$ cat config.mk
export PLATFORM = sky130hd
export DESIGN_NAME = gate_bist_flat
export DESIGN_NICKNAME = d
export VERILOG_FILES = /design/src/rtl/gates_pkg.sv /design/src/rtl/gate_bist_if.sv /design/src/rtl/gate_ref_model.sv /design/src/rtl/gate_bist.sv /design/src/flat_wrapper.sv
export SDC_FILE = /design/constraint.sdc
export NUM_CORES = 1
export LEC_CHECK = 0
export ABC_AREA = 1
export CAP_MARGIN = 20
export CELL_PAD_IN_SITES_DETAIL_PLACEMENT = 0
export CELL_PAD_IN_SITES_GLOBAL_PLACEMENT = 2
export CORE_MARGIN = 8
export CORE_UTILIZATION = 30
export DETAILED_ROUTE_END_ITERATION = 6
export PLACE_DENSITY = 0.8
export SYNTH_ARGS = -nofsm -noshare
export SYNTH_HDL_FRONTEND = slang
export SYNTH_SLANG_ARGS = --single-unit
$ cat constraint.sdc
create_clock -name clk -period 2.49 [get_ports clk]
set_input_delay 0.249 -clock clk [delete_from_list [all_inputs] [get_ports clk]]
set_output_delay 0.249 -clock clk [all_outputs]
set_load 0.1 [all_outputs]
$ cat src/rtl/gates_pkg.sv
// gates_pkg: shared definitions for the basic_gates self-test.
//   - bit positions of each gate output within the 8-bit gate_out bus
//   - BIST sequencer state encoding
//   - golden gate_out vector for each {a,b} input combination
package gates_pkg;

  localparam int GATE_AND   = 0;
  localparam int GATE_OR    = 1;
  localparam int GATE_NOT_A = 2;
  localparam int GATE_NOT_B = 3;
  localparam int GATE_NAND  = 4;
  localparam int GATE_NOR   = 5;
  localparam int GATE_XOR   = 6;
  localparam int GATE_XNOR  = 7;

  typedef enum logic [1:0] {
    ST_IDLE   = 2'd0,
    ST_SETTLE = 2'd1,
    ST_CHECK  = 2'd2,
    ST_DONE   = 2'd3
  } bist_state_e;

  // Golden gate_out for {a,b} = 00, 01, 10, 11.
  localparam logic [7:0] EXP_00 = 8'hBC;
  localparam logic [7:0] EXP_01 = 8'h56;
  localparam logic [7:0] EXP_10 = 8'h5A;
  localparam logic [7:0] EXP_11 = 8'h83;

endpackage

$ cat src/rtl/gate_bist_if.sv
// gate_bist_if: bundle between the BIST sequencer and its environment.
//   start            request to run the self-test (single-cycle pulse)
//   gate_out         captured basic_gates outputs
//   a, b             stimulus driven into basic_gates
//   busy, done, pass run status
//   err_count        number of failing vectors (0..4)
//   fail_vec         per-vector failure flags, bit i = vector {a,b}=i
//   first_fail_bits  expected^captured mask of the first failing vector
// modport slave is the BIST side; modport master is the side that
// requests the test and supplies gate_out.
interface gate_bist_if;
  logic       start;
  logic [7:0] gate_out;
  logic       a;
  logic       b;
  logic       busy;
  logic       done;
  logic       pass;
  logic [2:0] err_count;
  logic [3:0] fail_vec;
  logic [7:0] first_fail_bits;

  modport slave (
    input  start, gate_out,
    output a, b, busy, done, pass, err_count, fail_vec, first_fail_bits
  );

  modport master (
    output start, gate_out,
    input  a, b, busy, done, pass, err_count, fail_vec, first_fail_bits
  );
endinterface

$ cat src/rtl/gate_ref_model.sv
// gate_ref_model: combinational golden model of basic_gates.
//   a_i, b_i   gate inputs
//   exp_o      expected 8-bit gate_out for those inputs
module gate_ref_model
  import gates_pkg::*;
(
  input  logic       a_i,
  input  logic       b_i,
  output logic [7:0] exp_o
);

  always_comb begin
    exp_o = EXP_00;
    unique case ({a_i, b_i})
      2'b00:   exp_o = EXP_00;
      2'b01:   exp_o = EXP_01;
      2'b10:   exp_o = EXP_10;
      default: exp_o = EXP_11;
    endcase
  end

endmodule

$ cat src/rtl/gate_bist.sv
// gate_bist: self-test sequencer for basic_gates.
// Walks {a,b} through 00,01,10,11, holds each for SETTLE_CYCLES cycles,
// then samples gate_out against the golden model and accumulates results.
//   clk      system clock, rising edge
//   rst_n    asynchronous active-low reset
//   bus      gate_bist_if.slave (start, gate_out in; a, b, status out)
//
//   state     | meaning
//   ----------+-----------------------------------------------
//   ST_IDLE   | waiting for start, no results yet
//   ST_SETTLE | holding current {a,b} for SETTLE_CYCLES cycles
//   ST_CHECK  | sampling gate_out and scoring current vector
//   ST_DONE   | results valid, a/b parked at 11, restartable
module gate_bist
  import gates_pkg::*;
#(
  parameter int SETTLE_CYCLES = 2,
  parameter int CNT_W         = 4
) (
  input  logic        clk,
  input  logic        rst_n,
  gate_bist_if.slave  bus
);

  localparam logic [CNT_W-1:0] CNT_LAST = CNT_W'(SETTLE_CYCLES - 1);

  bist_state_e      state_q;
  logic [CNT_W-1:0] cnt_q;
  logic             a_q;
  logic             b_q;
  logic             busy_q;
  logic             done_q;
  logic [2:0]       err_q;
  logic [3:0]       fail_q;
  logic [7:0]       ffb_q;

  logic [1:0]       idx;
  logic [1:0]       idx_nxt;
  logic [7:0]       exp_vec;
  logic [7:0]       miss_mask;
  logic             miss;

  // The vector index is the registered stimulus itself.
  assign idx     = {a_q, b_q};
  assign idx_nxt = idx + 2'd1;

  gate_ref_model u_ref (
    .a_i   (a_q),
    .b_i   (b_q),
    .exp_o (exp_vec)
  );

  // Case-inequality so X/Z on gate_out scores as a failure in simulation;
  // synthesis reduces it to an ordinary compare.
  assign miss_mask = bus.gate_out ^ exp_vec;
  assign miss      = (bus.gate_out !== exp_vec);

  always_ff @(posedge clk or negedge rst_n) begin
    if (!rst_n) begin
      state_q <= ST_IDLE;
      cnt_q   <= '0;
      a_q     <= 1'b0;
      b_q     <= 1'b0;
      busy_q  <= 1'b0;
      done_q  <= 1'b0;
      err_q   <= '0;
      fail_q  <= '0;
      ffb_q   <= '0;
    end else begin
      unique case (state_q)
        ST_IDLE, ST_DONE: begin
          if (bus.start) begin
            state_q <= ST_SETTLE;
            cnt_q   <= '0;
            a_q     <= 1'b0;
            b_q     <= 1'b0;
            busy_q  <= 1'b1;
            done_q  <= 1'b0;
            err_q   <= '0;
            fail_q  <= '0;
            ffb_q   <= '0;
          end
        end
        ST_SETTLE: begin
          cnt_q <= cnt_q + CNT_W'(1);
          if (cnt_q == CNT_LAST) begin
            state_q <= ST_CHECK;
          end
        end
        ST_CHECK: begin
          if (miss) begin
            err_q       <= err_q + 3'd1;
            fail_q[idx] <= 1'b1;
            if (ffb_q == 8'h00) begin
              ffb_q <= miss_mask;
            end
          end
          if (idx == 2'd3) begin
            state_q <= ST_DONE;
            busy_q  <= 1'b0;
            done_q  <= 1'b1;
          end else begin
            state_q <= ST_SETTLE;
            cnt_q   <= '0;
            a_q     <= idx_nxt[1];
            b_q     <= idx_nxt[0];
          end
        end
        default: begin
          state_q <= ST_IDLE;
          busy_q  <= 1'b0;
          done_q  <= 1'b0;
        end
      endcase
    end
  end

  assign bus.a               = a_q;
  assign bus.b               = b_q;
  assign bus.busy            = busy_q;
  assign bus.done            = done_q;
  assign bus.pass            = done_q && (err_q == 3'd0);
  assign bus.err_count       = err_q;
  assign bus.fail_vec        = fail_q;
  assign bus.first_fail_bits = ffb_q;

endmodule

$ cat src/flat_wrapper.sv
// flat-port wrapper written by rule: the top's interface ports become plain ports
module gate_bist_flat import gates_pkg::*;
#(
  parameter int SETTLE_CYCLES = 2,
  parameter int CNT_W         = 4
)
  (clk, rst_n, bus_start, bus_gate_out, bus_a, bus_b, bus_busy, bus_done, bus_pass, bus_err_count, bus_fail_vec, bus_first_fail_bits);
  gate_bist_if bus_i ();
  input  logic clk;
  input  logic rst_n;
  input wire logic [$bits(bus_i.start)-1:0] bus_start;
  input wire logic [$bits(bus_i.gate_out)-1:0] bus_gate_out;
  output wire logic [$bits(bus_i.a)-1:0] bus_a;
  output wire logic [$bits(bus_i.b)-1:0] bus_b;
  output wire logic [$bits(bus_i.busy)-1:0] bus_busy;
  output wire logic [$bits(bus_i.done)-1:0] bus_done;
  output wire logic [$bits(bus_i.pass)-1:0] bus_pass;
  output wire logic [$bits(bus_i.err_count)-1:0] bus_err_count;
  output wire logic [$bits(bus_i.fail_vec)-1:0] bus_fail_vec;
  output wire logic [$bits(bus_i.first_fail_bits)-1:0] bus_first_fail_bits;
  assign bus_i.start = bus_start;
  assign bus_i.gate_out = bus_gate_out;
  assign bus_a = bus_i.a;
  assign bus_b = bus_i.b;
  assign bus_busy = bus_i.busy;
  assign bus_done = bus_i.done;
  assign bus_pass = bus_i.pass;
  assign bus_err_count = bus_i.err_count;
  assign bus_fail_vec = bus_i.fail_vec;
  assign bus_first_fail_bits = bus_i.first_fail_bits;
  gate_bist #(.SETTLE_CYCLES(SETTLE_CYCLES), .CNT_W(CNT_W)) u_core (.clk(clk), .rst_n(rst_n), .bus(bus_i));
endmodule
run_1/flops_by_reg.png
The bar under the picture is 20 µm long.
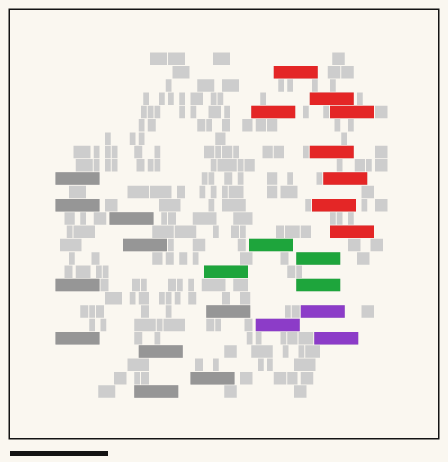
u_core.bus.err_count: drawn in purple, sequential cells 3. u_core.bus.first_fail_bits: drawn in red, sequential cells 8. u_core.bus.fail_vec: drawn in green, sequential cells 4.
Another 10 sequential cells are not coloured.
P_seq: 0.000642 W
post-layout util: 38.2%

run_1/detail.png
The bar under the picture is 5 µm long. Region (34, 51) to (54, 71) µm. Cells in grey, sequential cells in the stronger grey; small squares are vias.
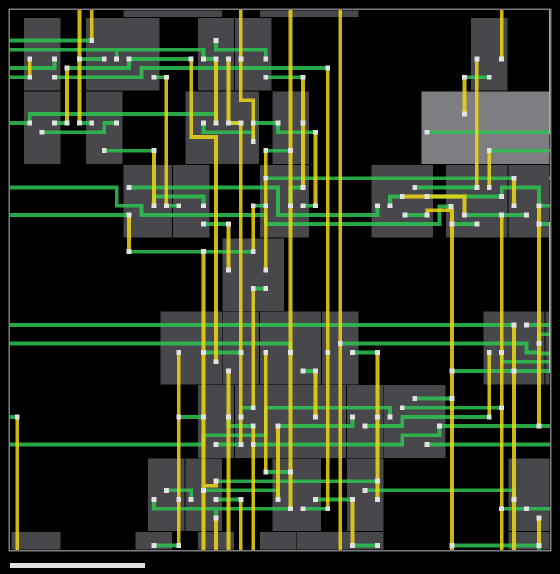
metal 2: drawn in yellow. metal 1: drawn in green.
31 logic cells have their middle in the window. Most frequent: nand2_1 (11), nand4_1 (6), nor2_1 (3). Sequential cells in the window: 1. Netlist names of flops here include u_core.bus.first_fail_bits (1).

run_1/congestion.png
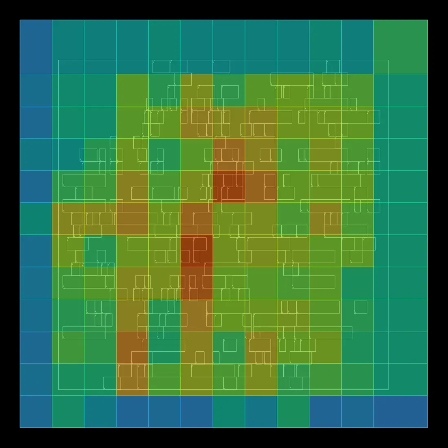
Routed WL per cell: 12.0 µm
busiest grt layer: met2
total track usage: 10.2%
GR met1 Demand/Resource: 13.1%
GR Util met3: 2.83%

==> qor.yml, run 1 <==
io_buffers: 30
dr.max_layer_used: "met4"
clk_pin_slew_ns: 0.09
syn-cell-area_um2: 1530
ios: 31
status: "finished, final reports clean"
clock_buffers: 4
clockBufferDepth: 2
edf_count: 0
yosys_cells: 195
taps: 70
die_w_um: 87.5
setup_tns_ns: 0
design.seq.count: 25
gp_congestion: 0.738
skew_ns: 0.00234
cts-buffers-inserted: 3
drtIter0Drc: 45
mi_logic_area_um2: 793
tightest_slew_ns: 0.492
inv_count: 24
diodes: 0
clockRootBuffer: "clkbuf_8"
ys_area_um2: 1530
async_reset_ff_share_pct: 100
nMultiInputCombCells: 143
ctsHoldBuffers: 0
clock_area_share_pct: 2.35
synth_flops: 25
top_cell_area_share_pct: 40.8
most_common_cell: "nand2_1"
sh_comb_area_pct: 41.4
cts_sinks: 25
fin_crit_ns: 1.89
final.period_utilization_pct: 75.9
ys.flop_type: "dfrtp_1"
cp_data_arrival_time_ns: 2.09
largest_reg_flops: 8
viasPerCell: 4.41
antenna_left: 0
grt_max_degree: 26
relSlewSlack_pct: 67.2
crit_family: "simple AND/OR/NAND/NOR gates"
syn_to_final_growth_pct: 24.8
grt_use_met2_pct: 16.0
report.final.slew_viol_count: 0
critPathBufInv: 2
max-vdd-ir-drop_mv: 0.601
drive_above_1_share_pct: 19.7
openroad.warnings: 34
final_area_um2: 1910
rsz0062_at_grt: "false"
cts_tree: "built"
hold_path_class: "primary input to asynchronous set/reset pin"
chipArea_um2: 7660
netlist_instances: 195
coreArea_um2: 5010
yosys.area.top_type: "dfrtp_1"
dpl_worst_slack_ns: 0.601
crit_slowest_cell: "dfrtp_1"
maxCapViolCount: 0
drc: 0
crit_chain: "inv_1, ha_1, inv_2, nand2_1, nand2_1, nor2_1, nand2_1, nor2_2, nand2_4, nand2_4, nand2_1, o21ai_1"
std_cell_rows: 26
drt_first_pass_iters: 4
antenna_found_initial: 0
cp-start-kind: "flop"
wl_met3_um: 196
register_area_um2: 626
htreeDepth: 1
place_inst: 295
stdcell_count: 299
nFillCells: 571
yosysWarningCount: 0
largestClassByArea: "combinational gates"
leakage_nw: 0.986
==> run 1: cell usage in the layout, fill, tap and decap left out, types with 4 or more instances in the layout <==
| master | synthesis | routed |
|---|---|---|
| nand2_1 | 54 | 54 |
| dfrtp_1 | 25 | 25 |
| buf_4 | 0 | 23 |
| inv_1 | 18 | 18 |
| nor2_1 | 16 | 15 |
| ha_1 | 12 | 12 |
| clkdlybuf4s50_1 | 0 | 10 |
| nand4_1 | 9 | 9 |
| a21oi_1 | 9 | 9 |
| o21ai_1 | 7 | 7 |
| o21ai_0 | 7 | 7 |
| nand3_1 | 6 | 6 |
| inv_2 | 5 | 5 |
| nor2_2 | 3 | 4 |
| nand2_2 | 4 | 4 |
==> run 1: kinds of logic after synthesis <==
group	count (synthesis)	share of synthesized area (%)
AND-OR/OR-AND	28	10.2
XOR/XNOR	2	1.14
adder cells (fa/ha/maj)	12	9.79
buffers and inverters	27	7.67
flip-flops	25	40.8
multiplexers	1	0.653
AND/OR/NAND/NOR	100	29.8
==> run 1: where the power goes <==
group	internal, W	switching (W)	total, W	leakage, nW
clock network	0.000114	0.000130	0.000244	0.0228
logic	0.000436	0.00134	0.00177	0.626
registers	0.000531	0.000111	0.000642	0.337
total	0.00108	0.00158	0.00266	0.986
==> run 1: final timing paths <==
check / from / to / slack [ns] / depth (start not counted)
min reg2reg: u_core.bus.busy / u_core.bus.busy / 0.50 / 2
min: rst_n / u_core.cnt_q[3] / 0.34 / 2
min in group clk: u_core.bus.busy / u_core.bus.busy / 0.50 / 2
max: u_core.bus.b / u_core.bus.err_count[1] / 0.60 / 12
max in group asynchronous: rst_n / u_core.bus.fail_vec[0] / 1.90 / 2
max reg2reg: u_core.bus.b / u_core.bus.err_count[1] / 0.60 / 12
run_1/logic_types.png
The bar under the picture is 20 µm long.
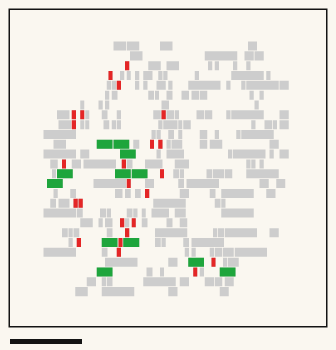

## Run 2: what changed since run 1
--- a/config.mk
+++ b/config.mk
@@ -10,9 +10,9 @@
 export CELL_PAD_IN_SITES_DETAIL_PLACEMENT = 0
 export CELL_PAD_IN_SITES_GLOBAL_PLACEMENT = 2
 export CORE_MARGIN = 8
-export CORE_UTILIZATION = 30
+export CORE_UTILIZATION = 26
 export DETAILED_ROUTE_END_ITERATION = 6
-export PLACE_DENSITY = 0.8
+export PLACE_DENSITY = 0.73
 export SYNTH_ARGS = -nofsm -noshare
 export SYNTH_HDL_FRONTEND = slang
 export SYNTH_SLANG_ARGS = --single-unit
==> constraint.sdc (replaced) <==
create_clock -name clk -period 1.7 [get_ports clk]
set_input_delay 0.17 -clock clk [delete_from_list [all_inputs] [get_ports clk]]
set_output_delay 0.17 -clock clk [all_outputs]
set_load 0.1 [all_outputs]
run_2/logic_types.png
The bar under the picture is 20 µm long.
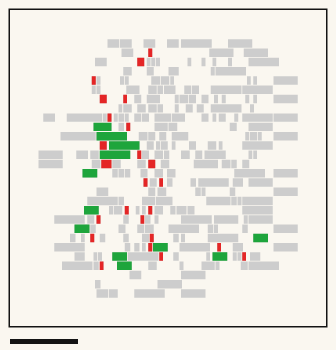
inverters: drawn in red, cells 24, most used inv_1. adder and majority cells: drawn in green, cells 12, most used ha_1.
Commonest Layout Cell: nand2_1
final non-filler cell total: 328
Comb/total area: 37.7%

==> qor.yml, run 2 <==
hold_path_class: "primary input to asynchronous set/reset pin"
synth_flops: 25  # unchanged
ys_sh_aoi_pct: 10.2  # unchanged
r2r-end: "u_core.bus.first_fail_bits[1]"
critPathLaunch: "u_core.bus.b"
openroad.warnings: 37  # +8.8%
top_cell_area_share_pct: 40.8  # unchanged
std_cell_rows: 28  # +7.7%
mux_area_share_pct: 0.653  # unchanged
holdWs_ns: 0.248
powerComb_w: 0.00368  # +110%
yosys.area.top_type: "dfrtp_1"
gp_congestion: 0.760  # +2.9%
switching_share_pct: 53.1  # -6.2 points
power_frac_clock_pct: 7.4  # -1.8 points
ys_sh_xor_pct: 1.14  # unchanged
cp_data_arrival_time_ns: 1.90  # -0.19 ns
cts_tree: "built"
yosys_cells: 195  # unchanged
pwr-share-comb_pct: 72.4  # +5.7 points
setup_violations: 5
clockRootBuffer: "clkbuf_8"
edf_count: 0  # unchanged
viasPerCell: 4.37  # -0.82%
fin_util_pct: 43.2  # +5.0 points
grt_max_degree: 26  # unchanged
powerSeq_w: 0.00103  # +60%
diodes: 0  # unchanged
largest_reg_flops: 8  # unchanged
grt_use_met2_pct: 17.2  # +1.2 points
io_buffers: 30  # unchanged
setup_tns_ns: -0.0461  # -0.0461 ns
clk_pin_slew_ns: 0.10  # about the same
htreeDepth: 1  # unchanged
cp-endpoint: "u_core.bus.first_fail_bits[1]"
async_reset_ff_share_pct: 100  # unchanged
ios: 31  # unchanged
drive_above_1_share_pct: 37.2  # +18 points
pwr-share-seq_pct: 20.2  # -3.9 points
finalWorstSetupSlack_ns: -0.0258
wire_per_inst_um: 12.7  # +5.6%
final_area_um2: 2510  # +31%
maxCapViolCount: 0  # unchanged
report.final.slew_viol_count: 0  # unchanged
p_int_w: 0.00239  # +120%
yosys.area_share.adder_pct: 9.79  # unchanged
drt_first_pass_iters: 4  # unchanged
busiest_layer: "met2"
coreArea_um2: 5820  # +16%
nFillCells: 606  # +6.1%
p_switching_w: 0.00270  # +71%
wl_met3_um: 146  # -26%
chipArea_um2: 8610  # +12%
tightest_slew_ns: 0.335  # -0.157 ns
cts-buffers-inserted: 3  # unchanged
syn_to_final_growth_pct: 63.7
ys.flop_type: "dfrtp_1"
failed_checks: "setup timing"
die_w_um: 92.8  # +6.1%
grt_use_met1_pct: 12.9  # -0.18 points
synthesis.nets: 218
use_met3_pct: 1.70  # -1.1 points
final.period_utilization_pct: 102  # +26 points
status: "finished, violations left"
cp-start-kind: "flop"
r2r_cells: 12  # unchanged
leakage_nw: 1.17  # +19%
simple_gate_share_pct: 29.8  # unchanged
pg_clk_w: 0.000378  # +55%
place_inst: 317  # +7.5%
antenna_left: 0  # unchanged
rsz0062_at_grt: "true"
drtIter0Drc: 26  # -42%
cts_sinks: 25  # unchanged
fin_crit_ns: 1.73  # -0.164 ns
dpl_worst_slack_ns: -0.0794  # -0.680 ns
skew_ns: 0.00361  # +0.00127 ns
logic_family: "simple AND/OR/NAND/NOR gates"
final_cell_mix: "nand2_1, buf_4, dfrtp_1"
grt_usage_pct: 10.4  # +0.11 points
clockBufferDepth: 2  # unchanged
drc: 0  # unchanged
syn-cell-area_um2: 1530  # unchanged
yosysWarningCount: 0  # unchanged
most_common_cell: "nand2_1"
rr_startpoint: "u_core.bus.b"
relSlewSlack_pct: 77.6  # +10 points
power.group.top: "combinational logic"
==> run 2: cell counts after synthesis <==
Identical to the previous run, type by type.
==> run 2: repair_timing <==
action                                  in CTS  in global routing
hold buffers                                 0                  0
pin swaps                                    8                 14
buffers inserted                             5                  0
hold endpoints to repair                     0                  0
gates resized                               11                 20
gates cloned                                 2                  0
endpoints found under the setup margin      15                 22
==> run 2: cell type report <==
class                           count  area, µm²  area share, %
Multi-Input combinational cell    145        946           37.7
Timing Repair Buffer               55        688           27.4
Sequential cell                    25        633           25.2
Inverter                           24        105           4.19
Tap cell                           75       93.8           3.74
Clock buffer                        4       45.0           1.79
==> run 2: critical path, cell delays in order, from the launching register on <==
cell and delay [ns]:
dfrtp_4 0.54, inv_6 0.09, ha_4 0.22, inv_4 0.06, nand2_2 0.05, nand2_2 0.06
nor2_2 0.04, nand2_2 0.07, nor2_4 0.04, nand2_4 0.15, nand3_4 0.15, nand2_1 0.10
nand2_1 0.05
==> run 2: worst min-delay path by stage <==
stage | startpoint | to | slack [ns] | cells after the start
2_1_floorplan | rst_n | u_core.bus.busy | -0.13 | 0
3_3_place_gp | u_core.cnt_q[0] | u_core.cnt_q[0] | 0.53 | 1
3_5_place_dp | u_core.cnt_q[0] | u_core.cnt_q[0] | 0.53 | 1
4_1_cts | rst_n | u_core.cnt_q[3] | 0.26 | 2
5_1_grt | rst_n | u_core.state_q[0] | 0.29 | 2
6_report | rst_n | u_core.state_q[0] | 0.25 | 2
==> run 2: cells by family after synthesis <==
| logic type | count (synthesis) |
|---|---|
| AND/OR/NAND/NOR | 100 |
| AND-OR/OR-AND | 28 |
| buffers and inverters | 27 |
| flip-flops | 25 |
| adder cells (fa/ha/maj) | 12 |
| XOR/XNOR | 2 |
| multiplexers | 1 |
run_2/detail.png
The bar under the picture is 5 µm long. Region (36, 55) to (56, 75) µm. Cells in grey, sequential cells in the stronger grey; small squares are vias.
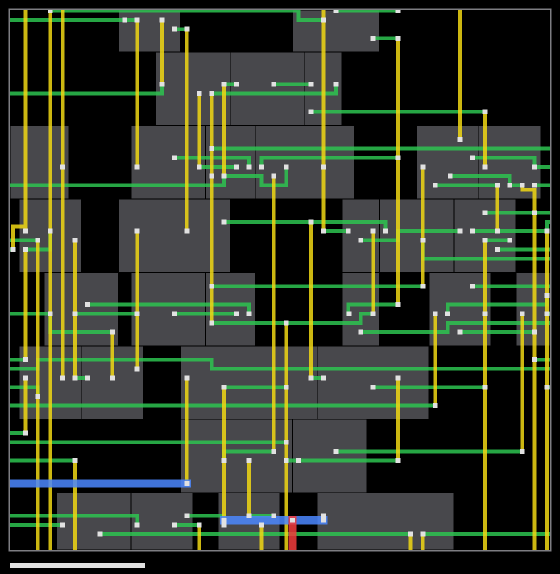

## Run 3: what changed since run 2
==> constraint.sdc (replaced) <==
create_clock -name clk -period 1.5 [get_ports clk]
set_input_delay 0.15 -clock clk [delete_from_list [all_inputs] [get_ports clk]]
set_output_delay 0.15 -clock clk [all_outputs]
set_load 0.1 [all_outputs]
run_3/detail.png
The bar under the picture is 5 µm long. Region (36, 55) to (56, 75) µm. Cells in grey, sequential cells in the stronger grey; small squares are vias.
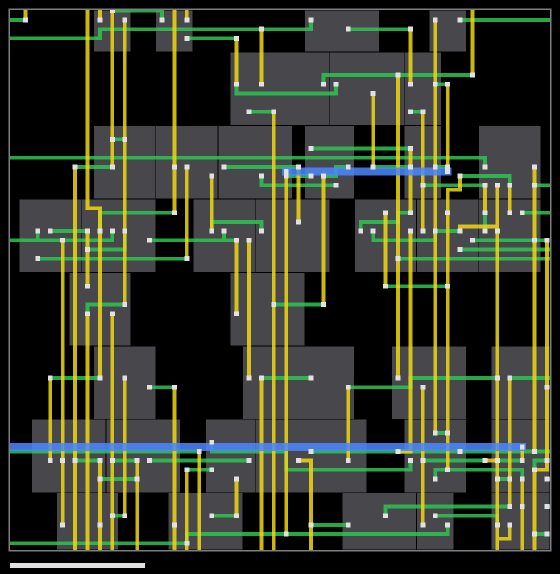
metal 3: drawn in blue. metal 2: drawn in yellow. metal 1: drawn in green.
37 logic cells have their middle in the window. Most frequent: buf_4 (9), nand4_1 (7), nand2_2 (6). Sequential cells in the window: 0.

==> qor.yml, run 3 <==
status: "finished, violations left"
failed_checks: "setup timing"
maxCapViolCount: 0  # unchanged
skew_ns: 0.00100  # -0.00261 ns
synthesis.nets: 218  # unchanged
wl_met3_um: 162  # +11%
clockRootBuffer: "clkbuf_8"
drive_above_1_share_pct: 47.4  # +10 points
std_cell_rows: 28  # unchanged
synth_flops: 25  # unchanged
simple_gate_share_pct: 29.8  # unchanged
use_met3_pct: 1.70  # unchanged
yosys_cells: 195  # unchanged
busiest_layer: "met2"
final_cell_mix: "buf_4, nand2_1, nand2_2, dfrtp_1, buf_12"
final_area_um2: 2690  # +7.2%
diodes: 0  # unchanged
p_int_w: 0.00295  # +24%
final.period_utilization_pct: 116  # +15 points
ys.flop_type: "dfrtp_1"
drc: 0  # unchanged
power_frac_clock_pct: 6.8  # -0.6 points
report.final.slew_viol_count: 0  # unchanged
syn_to_final_growth_pct: 75.5
fin_crit_ns: 1.74  # +0.0167 ns
edf_count: 0  # unchanged
pwr-share-seq_pct: 18.7  # -1.5 points
ios: 31  # unchanged
final_common_cell: "buf_4"
cts_sinks: 25  # unchanged
tightest_slew_ns: 0.523  # +0.189 ns
most_common_cell: "nand2_1"
openroad.warnings: 37  # unchanged
setup_violations: 17  # +12
cp-start-kind: "flop"
io_buffers: 30  # unchanged
clockBufferDepth: 2  # unchanged
yosysWarningCount: 0  # unchanged
wire_per_inst_um: 11.9  # -6.1%
ys_sh_xor_pct: 1.14  # unchanged
cts_tree: "built"
mux_area_share_pct: 0.653  # unchanged
pwr-share-comb_pct: 74.4  # +2.0 points
coreArea_um2: 5820  # unchanged
setup_tns_ns: -3.36  # -3.32 ns
yosys.area_share.adder_pct: 9.79  # unchanged
leakage_nw: 1.26  # +8.0%
drtIter0Drc: 39  # +50%
chipArea_um2: 8610  # unchanged
finalWorstSetupSlack_ns: -0.242  # -0.217 ns
syn-cell-area_um2: 1530  # unchanged
fin_util_pct: 46.3  # +3.1 points
async_reset_ff_share_pct: 100  # unchanged
run 3: timing repair:
item,4_1_cts,5_1_grt
setup buffers,2,7
resized,14,40
hold endpoints to repair,0,0
pin swaps,3,17
gates cloned,2,0
setup endpoints to repair,24,26
run 3: power groups by stage:
stage	registers, W	logic [W]	clock network [W]
finish	0.00115	0.00456	0.000419
global route	0.00118	0.00489	0.000453
CTS	0.00116	0.00414	0.000436
detailed placement	0.00117	0.00393	0
global placement	0.00116	0.00392	0
floorplan	0.00214	0.00143	0
run 3: through the flow:
step	std cells	hold WS, ns
floorplan	195	-0.146
global placement	328	0.533
detailed placement	328	0.540
CTS	336	0.248
global route	343	0.270
finish	343	0.240
run 3: cell type report:
| class | count | area, µm² |
|---|---|---|
| Tap cell | 75 | 93.8 |
| Clock buffer | 4 | 45.0 |
| Fill cell | 595 | 3120 |
| Sequential cell | 25 | 636 |
| Multi-Input combinational cell | 145 | 1010 |
| Timing Repair Buffer | 70 | 801 |
| Inverter | 24 | 105 |
run 3: worst max-delay path: stages, from the launching register on:
cell and delay (ns):
dfrtp_4 0.52, ha_2 0.23, inv_4 0.09, nand2_1 0.07, nand2_1 0.11, nor2_4 0.05
nand2_2 0.08, nor2_4 0.04, nand2_4 0.14, nand3_4 0.15, nand2_1 0.11, nand2_1 0.05
run 3: worst paths after layout:
kind | start | to | slack [ns] | cells after the start
max | u_core.bus.b | u_core.bus.first_fail_bits[3] | -0.24 | 11
min | rst_n | u_core.cnt_q[3] | 0.24 | 2
max reg2reg | u_core.bus.b | u_core.bus.first_fail_bits[3] | -0.24 | 11
min reg2reg | u_core.cnt_q[0] | u_core.cnt_q[0] | 0.54 | 1
max in group asynchronous | rst_n | u_core.bus.a | 0.98 | 2
min in group clk | u_core.cnt_q[0] | u_core.cnt_q[0] | 0.54 | 1
No activity file was given, so power comes from the tool's default toggle rates.
